===== src/rtl/dsp_issue_writer.sv =====
// dsp_issue_writer: producer side of the DSP memory-buffer counter handshake.
// Latency: an accepted word is written (we/addr/data) one cycle after accept; its counter bumps on that same edge.
// Backpressure: img_ready/flt_ready drop while a 2^DEPTH_LOG2-entry ring half is full or its stream reached length.
//
// Ports:
//   clk, rst                     clock, synchronous active-high reset
//   start, length                round start (IDLE only), words per stream
//   img_* / flt_*                image / filter word streams (valid/ready)
//   rama_* / ramb_*              image [0..511] / filter [512..1023] write ports
//   issue_a_alloc_counter        image words written
//   issue_a_dsp_counter          image words consumed by the DSP
//   filter_issue_counter         filter words written
//   filter_dsp_counter           filter words consumed by the DSP
//   filter_length                round length presented to the DSP controller
//   result, result_ready         DSP result and its valid level
//   round_result, done           captured result and its one-cycle update pulse
//   busy                         high while a round is in RUN or DRAIN
//   stall_cycles                 back-pressure statistic
//
// Optional feature: define DSP_ISSUE_WRITER_STALL_EN to build the stall_cycles
// counter; without it stall_cycles is tied to zero.

module dsp_issue_writer #(
  parameter int DEPTH_LOG2 = 9,
  parameter int PTR_W      = 13
) (
  input  logic                  clk,
  input  logic                  rst,
  input  logic                  start,
  input  logic [PTR_W-1:0]      length,
  input  logic [17:0]           img_data,
  input  logic                  img_valid,
  output logic                  img_ready,
  input  logic [17:0]           flt_data,
  input  logic                  flt_valid,
  output logic                  flt_ready,
  output logic                  rama_we,
  output logic [DEPTH_LOG2:0]   rama_addr,
  output logic [17:0]           rama_data,
  output logic                  ramb_we,
  output logic [DEPTH_LOG2:0]   ramb_addr,
  output logic [17:0]           ramb_data,
  output logic [PTR_W-1:0]      issue_a_alloc_counter,
  input  logic [PTR_W-1:0]      issue_a_dsp_counter,
  output logic [PTR_W-1:0]      filter_issue_counter,
  input  logic [PTR_W-1:0]      filter_dsp_counter,
  output logic [PTR_W-1:0]      filter_length,
  input  logic [47:0]           result,
  input  logic                  result_ready,
  output logic [47:0]           round_result,
  output logic                  done,
  output logic                  busy,
  output logic [15:0]           stall_cycles
);

  typedef enum logic [1:0] {S_IDLE, S_RUN, S_DRAIN, S_DONE} state_t;

  localparam logic [PTR_W-1:0] FULL_OCC = PTR_W'(1) << DEPTH_LOG2;

  state_t                r_state;
  logic [PTR_W-1:0]      r_alloc_a;
  logic [PTR_W-1:0]      r_alloc_b;
  logic [PTR_W-1:0]      r_flen;
  logic                  r_rama_we;
  logic [DEPTH_LOG2:0]   r_rama_addr;
  logic [17:0]           r_rama_data;
  logic                  r_ramb_we;
  logic [DEPTH_LOG2:0]   r_ramb_addr;
  logic [17:0]           r_ramb_data;
  logic [47:0]           r_round_result;
  logic                  r_done;

  logic [PTR_W-1:0]      w_occ_a;
  logic [PTR_W-1:0]      w_occ_b;
  logic                  w_full_a;
  logic                  w_full_b;
  logic                  w_img_rdy;
  logic                  w_flt_rdy;
  logic                  w_img_acc;
  logic                  w_flt_acc;

  // Occupancy is a modulo-2^PTR_W difference of free-running counters, so a
  // DSP consume and a writer accept on the same edge both count correctly.
  assign w_occ_a  = r_alloc_a - issue_a_dsp_counter;
  assign w_occ_b  = r_alloc_b - filter_dsp_counter;
  assign w_full_a = (w_occ_a == FULL_OCC);
  assign w_full_b = (w_occ_b == FULL_OCC);

  // Ready depends only on registered state and counters, never on valid.
  assign w_img_rdy = (r_state == S_RUN) && (r_alloc_a != r_flen) && !w_full_a;
  assign w_flt_rdy = (r_state == S_RUN) && (r_alloc_b != r_flen) && !w_full_b;
  assign w_img_acc = w_img_rdy && img_valid;
  assign w_flt_acc = w_flt_rdy && flt_valid;

  always_ff @(posedge clk) begin
    if (rst) begin
      r_state        <= S_IDLE;
      r_alloc_a      <= '0;
      r_alloc_b      <= '0;
      // All-ones keeps the controller's "length reached" detector quiet in IDLE.
      r_flen         <= '1;
      r_rama_we      <= 1'b0;
      r_rama_addr    <= '0;
      r_rama_data    <= '0;
      r_ramb_we      <= 1'b0;
      r_ramb_addr    <= '0;
      r_ramb_data    <= '0;
      r_round_result <= '0;
      r_done         <= 1'b0;
    end else begin
      r_rama_we <= w_img_acc;
      if (w_img_acc) begin
        r_rama_addr <= {1'b0, r_alloc_a[DEPTH_LOG2-1:0]};
        r_rama_data <= img_data;
        r_alloc_a   <= r_alloc_a + PTR_W'(1);
      end

      r_ramb_we <= w_flt_acc;
      if (w_flt_acc) begin
        r_ramb_addr <= {1'b1, r_alloc_b[DEPTH_LOG2-1:0]};
        r_ramb_data <= flt_data;
        r_alloc_b   <= r_alloc_b + PTR_W'(1);
      end

      r_done <= 1'b0;

      case (r_state)
        S_IDLE: begin
          if (start && (length != '0)) begin
            r_flen  <= length;
            r_state <= S_RUN;
          end
        end
        S_RUN: begin
          if ((r_alloc_a == r_flen) && (r_alloc_b == r_flen)) begin
            r_state <= S_DRAIN;
          end
        end
        S_DRAIN: begin
          if (result_ready) begin
            r_round_result <= result;
            r_done         <= 1'b1;
            r_state        <= S_DONE;
          end
        end
        // DSP-side counters only clear on rst, so DONE holds until then.
        S_DONE:  r_state <= S_DONE;
        default: r_state <= S_IDLE;
      endcase
    end
  end

`ifdef DSP_ISSUE_WRITER_STALL_EN
  logic [15:0] r_stall;

  always_ff @(posedge clk) begin
    if (rst) begin
      r_stall <= '0;
    end else if ((r_state == S_RUN) &&
                 ((img_valid && !w_img_rdy) || (flt_valid && !w_flt_rdy)) &&
                 (r_stall != 16'hFFFF)) begin
      r_stall <= r_stall + 16'd1;
    end
  end

  assign stall_cycles = r_stall;
`else
  assign stall_cycles = 16'h0000;
`endif

  assign img_ready             = w_img_rdy;
  assign flt_ready             = w_flt_rdy;
  assign rama_we               = r_rama_we;
  assign rama_addr             = r_rama_addr;
  assign rama_data             = r_rama_data;
  assign ramb_we               = r_ramb_we;
  assign ramb_addr             = r_ramb_addr;
  assign ramb_data             = r_ramb_data;
  assign issue_a_alloc_counter = r_alloc_a;
  assign filter_issue_counter  = r_alloc_b;
  assign filter_length         = r_flen;
  assign round_result          = r_round_result;
  assign done                  = r_done;
  assign busy                  = (r_state == S_RUN) || (r_state == S_DRAIN);

endmodule


===== config.mk =====
export PLATFORM = sky130hd
export DESIGN_NAME = dsp_issue_writer
export DESIGN_NICKNAME = d
export VERILOG_FILES = /design/src/rtl/dsp_issue_writer.sv
export SDC_FILE = /design/constraint.sdc
export NUM_CORES = 1
export LEC_CHECK = 0
export ABC_AREA = 1
export ABC_CLOCK_PERIOD_IN_PS = 2600
export CAP_MARGIN = 20
export CORE_MARGIN = 2
export CORE_UTILIZATION = 30
export CTS_BUF_LIST = sky130_fd_sc_hd__clkbuf_16
export CTS_CLUSTER_DIAMETER = 30
export DETAILED_ROUTE_END_ITERATION = 6
export GPL_TIMING_DRIVEN = 0
export PLACE_DENSITY = 0.64
export SLEW_MARGIN = 20
export SYNTH_ARGS = -nofsm -noshare
export SYNTH_HDL_FRONTEND = slang
export SYNTH_SLANG_ARGS = --single-unit

===== constraint.sdc =====
create_clock -name clk -period 2.6 [get_ports clk]
set_input_delay 0.52 -clock clk [delete_from_list [all_inputs] [get_ports clk]]
set_output_delay 0.52 -clock clk [all_outputs]
set_load 0.01 [all_outputs]

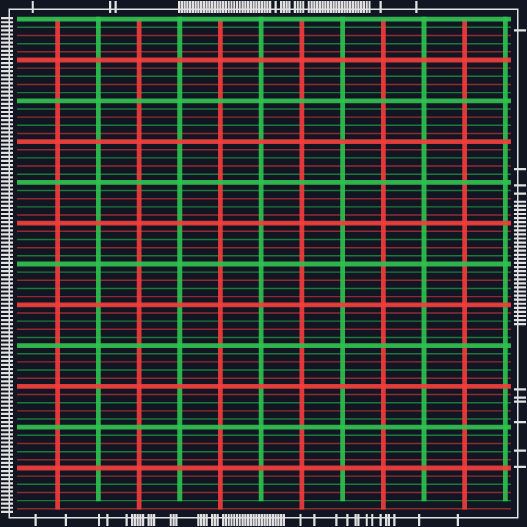
Figure 1: supply network.
(3 px per um) Pins as bars on the die edge.
Key: VDD = green; VSS = red
12 straps on met5. 61 met1 rails follow the rows. 294 signal pins sit on the boundary. The core has 60 rows. 12 straps on met4.
die outline height: 169 um
core region area: 26900 sq um
maximum VDD drop: 375 uV
Die X: 169 um

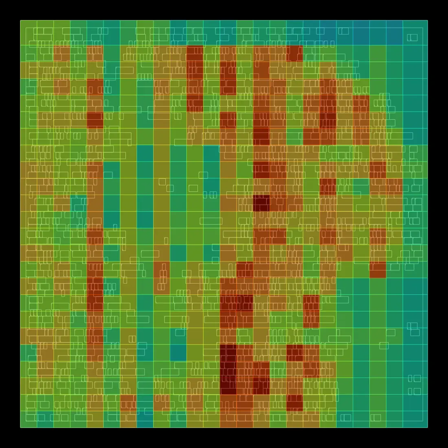
Figure 2: congestion heat map.
Total GRT Usage: 20.1%
routing usage on met1: 22.9%
gr busiest metal: met2

==> through the flow <==
stage	total power, W	setup WS [ns]	hold WS [ns]
after floorplan	0.00462	0.106	0.481
after global placement	0.00614	-1.19	0.447
after detailed placement	0.00618	-1.24	0.456
after CTS	0.00891	-0.208	0.467
after global routing	0.00951	-0.310	0.495
final	0.00894	-0.176	0.465
==> state kept, by name, indices dropped and copies added (netlist names) <==
signal                 flops
round_result              48
rama_data                 18
ramb_data                 18
filter_issue_counter      13
filter_length             13
issue_a_alloc_counter     13
ramb_addr                 10
rama_addr                  9
r_state                    2
done                       1
rama_we                    1
ramb_we                    1
==> power groups by stage <==
stage | sequential [W] | combinational, W | clock (W)
finish | 0.00294 | 0.00347 | 0.00252
global placement | 0.00299 | 0.00314 | 0
detailed placement | 0.00301 | 0.00317 | 0
CTS | 0.00295 | 0.00339 | 0.00258
floorplan | 0.00312 | 0.00150 | 0
global route | 0.00299 | 0.00385 | 0.00266
==> synthesized netlist by cell type, drive strengths merged <==
| library cell | n | area (sq um) |
|---|---|---|
| nand3 | 66 | 358 |
| clkinv | 2 | 7.51 |
| ha | 30 | 375 |
| a31oi | 1 | 6.26 |
| nand4 | 34 | 213 |
| inv | 195 | 732 |
| nand3b | 7 | 52.6 |
| and2 | 2 | 12.5 |
| clkbuf | 25 | 93.8 |
| nor2 | 290 | 1100 |
| buf | 38 | 263 |
| a21oi | 16 | 83.8 |
| xor2 | 13 | 114 |
| o21ai | 49 | 245 |
| nand2 | 352 | 1320 |
| nor3 | 13 | 65.1 |
| nor4 | 8 | 50.1 |
| and3 | 2 | 12.5 |
| o21bai | 2 | 15.0 |
| xnor2 | 8 | 70.1 |
| dfxtp | 147 | 2940 |
| o211ai | 4 | 30.0 |
| conb | 1 | 3.75 |
==> worst min-delay path by stage <==
stage                 start           end  slack [ns]  depth (start not counted)
3_3_place_gp   ramb_addr[9]  ramb_addr[9]        0.45                          2
2_1_floorplan  ramb_addr[9]  ramb_addr[9]        0.48                          2
4_1_cts        ramb_addr[9]  ramb_addr[9]        0.47                          2
6_report       ramb_addr[9]  ramb_addr[9]        0.47                          2
3_5_place_dp   ramb_addr[9]  ramb_addr[9]        0.46                          2
5_1_grt        ramb_addr[9]  ramb_addr[9]        0.49                          2
==> layout make-up <==
type	instances	area, sq um	area share [%]
Antenna cell	1	2.50	0.0191
Multi-Input combinational cell	914	4910	37.4
Clock inverter	15	166	1.27
Tap cell	341	427	3.25
Inverter	197	742	5.66
Sequential cell	147	3010	23.0
Buffer	61	372	2.83
Timing Repair Buffer	317	3060	23.3
Clock buffer	17	425	3.24
==> repair_timing <==
action                                  4_1_cts  5_1_grt
hold buffers                                  0        0
gates cloned                                  0        1
pin swaps                                    96       31
endpoints found under the setup margin       42       17
gates resized                               229       46
buffers inserted                             24       17
==> critical path, stage by stage <==
cell and delay [ns]:
dlygate4sd2_1 0.24, inv_2 0.06, ha_4 0.31, nand2_1 0.07
nand2_2 0.09, nand2_2 0.05, nand2_2 0.08, inv_2 0.04
nand3_1 0.07, nand2_1 0.05, inv_1 0.04, nand2_1 0.05
nor2_1 0.11, nand3_2 0.11, buf_8 0.13, nand2_2 0.05
inv_2 0.05, buf_6 0.11
==> results_slide.txt <==
Synthesis and Place & Route Summary

Status
  – Outcome: complete, but fails checks
  – Failing checks: negative setup slack

Timing
  – Max Fclk: roughly 0.36 GHz
  – Min cycle time layout: between 2 and 3 ns
  – Hold Vio Cnt, Final: 0
  – Cycle use final: 107%
  – Final Max-Slew Violation Tally: 0
  – # setup viols final: 2
  – Post-Route Skew: ~0.013 ns
  – Worst-Margin Slew: about 0.8 ns
  – Fin worst setup slack: -0.176 ns
  – Slew headroom: between 40% and 50%
  – Setup TNS Final: -0.272 ns

Setup path
  – WP data arrival: between 2 and 2.5 ns
  – FF-to-FF setup slack: approximately 0.15 ns
  – Worst EP required: 2.08 ns
  – RR Startpoint: issue_a_alloc_counter[3]
  – Critical path class: primary input to output port
  – Reg2Reg Depth: 19
  – Max Fanout on Critical Path: 5
  – Worst Setup End Kind: output port
  – Reg2reg end: rama_data[14]
  – Critical path startpoint category: primary input

Global routing
  – Initial antenna violation count: 1
  – Met3 Use GR: around 6.7%
  – GR Util met2: 35.6%
  – Largest net degree at the start of global routing: 17
  – Gr ovfl total: 0
  – Vias in the first global route: roughly 8600

Power
  – Switching power: between 0.003 and 0.004 W
  – Leak: ~6.0 nW
  – Clock Power Share: about 28%
  – Sw Ratio: 36.8%
  – Combinational power share: around 39%
  – Sequential Power Share: about a third
  – Pwr per Cell Area: roughly 680 nW/um^2
  – Internal: about 0.0056 W

Job
  – Max_cap viols: 0
  – Tool warnings: 31

Yosys
  – Yosys xor share: around 2.3%
  – Yosys cell count: roughly 1300
  – Ao+oa area frac: 4.66%
  – Synth Seq Share: a little over a third
  – Synth Warn #: 0
  – Synth logic family: simple AND/OR/NAND/NOR gates
  – Ys flops: 147
  – Cell Area, Synth: 8170 sq um
  – Mux frac, synth: 0%
  – Post-synthesis cell type count: 33
  – Yosys chip area: about 8200 sq um
  – Simple share: between 30% and 40%
  – Synth Area in Adders: under 10%

Drt
  – Detailed-route vias per instance: 4.53
  – Uppermost layer routed: met4
  – DR vias: 9106
  – Remaining DRCs: 0
  – WL met2: between 10000 and 15000 um
  – Initial DRC count: 463
  – M1 WL: 12100 um
  – Met3 WL: between 2000 and 2500 um
  – Routed WL per cell: between 10 and 15 um
  – Drt pass-1 iters: 5
  – Post-route ant nets: 0

Final layout
  – Fin nets: 1814
  – Most instantiated logic cell after routing: nand2_1
  – Most numerous logic cells after layout: nand2_1 (284), nor2_1 (271), clkdlybuf4s50_1 (249)
  – Layout Cell Area excl Fill: between 10000 and 15000 sq um
  – Layout cells sized above 1: roughly 18%
  – Area growth from synthesis to layout: 60.6%
  – Filler Cells Inserted: 2662
  – Utilization of the core after routing: 48.8%
  – Non-Filler Instances: about 2000

Clock tree
  – CTS tree: yes
  – H-tree Lvls: 4
  – Inserted Clock Buffers: 17
  – Clock buffer depth: 2
  – Clk_lat worst skew: around 0.43 ns

Die
  – Core Rows: 60
  – Floorplan Utilization: a little under a third
  – Total die area: between 20000 and 30000 sq um
  – IO Pins: a little under 300

Place
  – Placed insts: slightly below 2000
  – Number of I/O port buffers: between 200 and 300
  – RePlAce Congestion: roughly 0.9
  – Post-DP HPWL: 22200 um
  – Placed cell area: ~11000 sq um

Worst hold path
  – Worst min path class: flop to flop
Power is estimated from default activity; no workload was simulated.
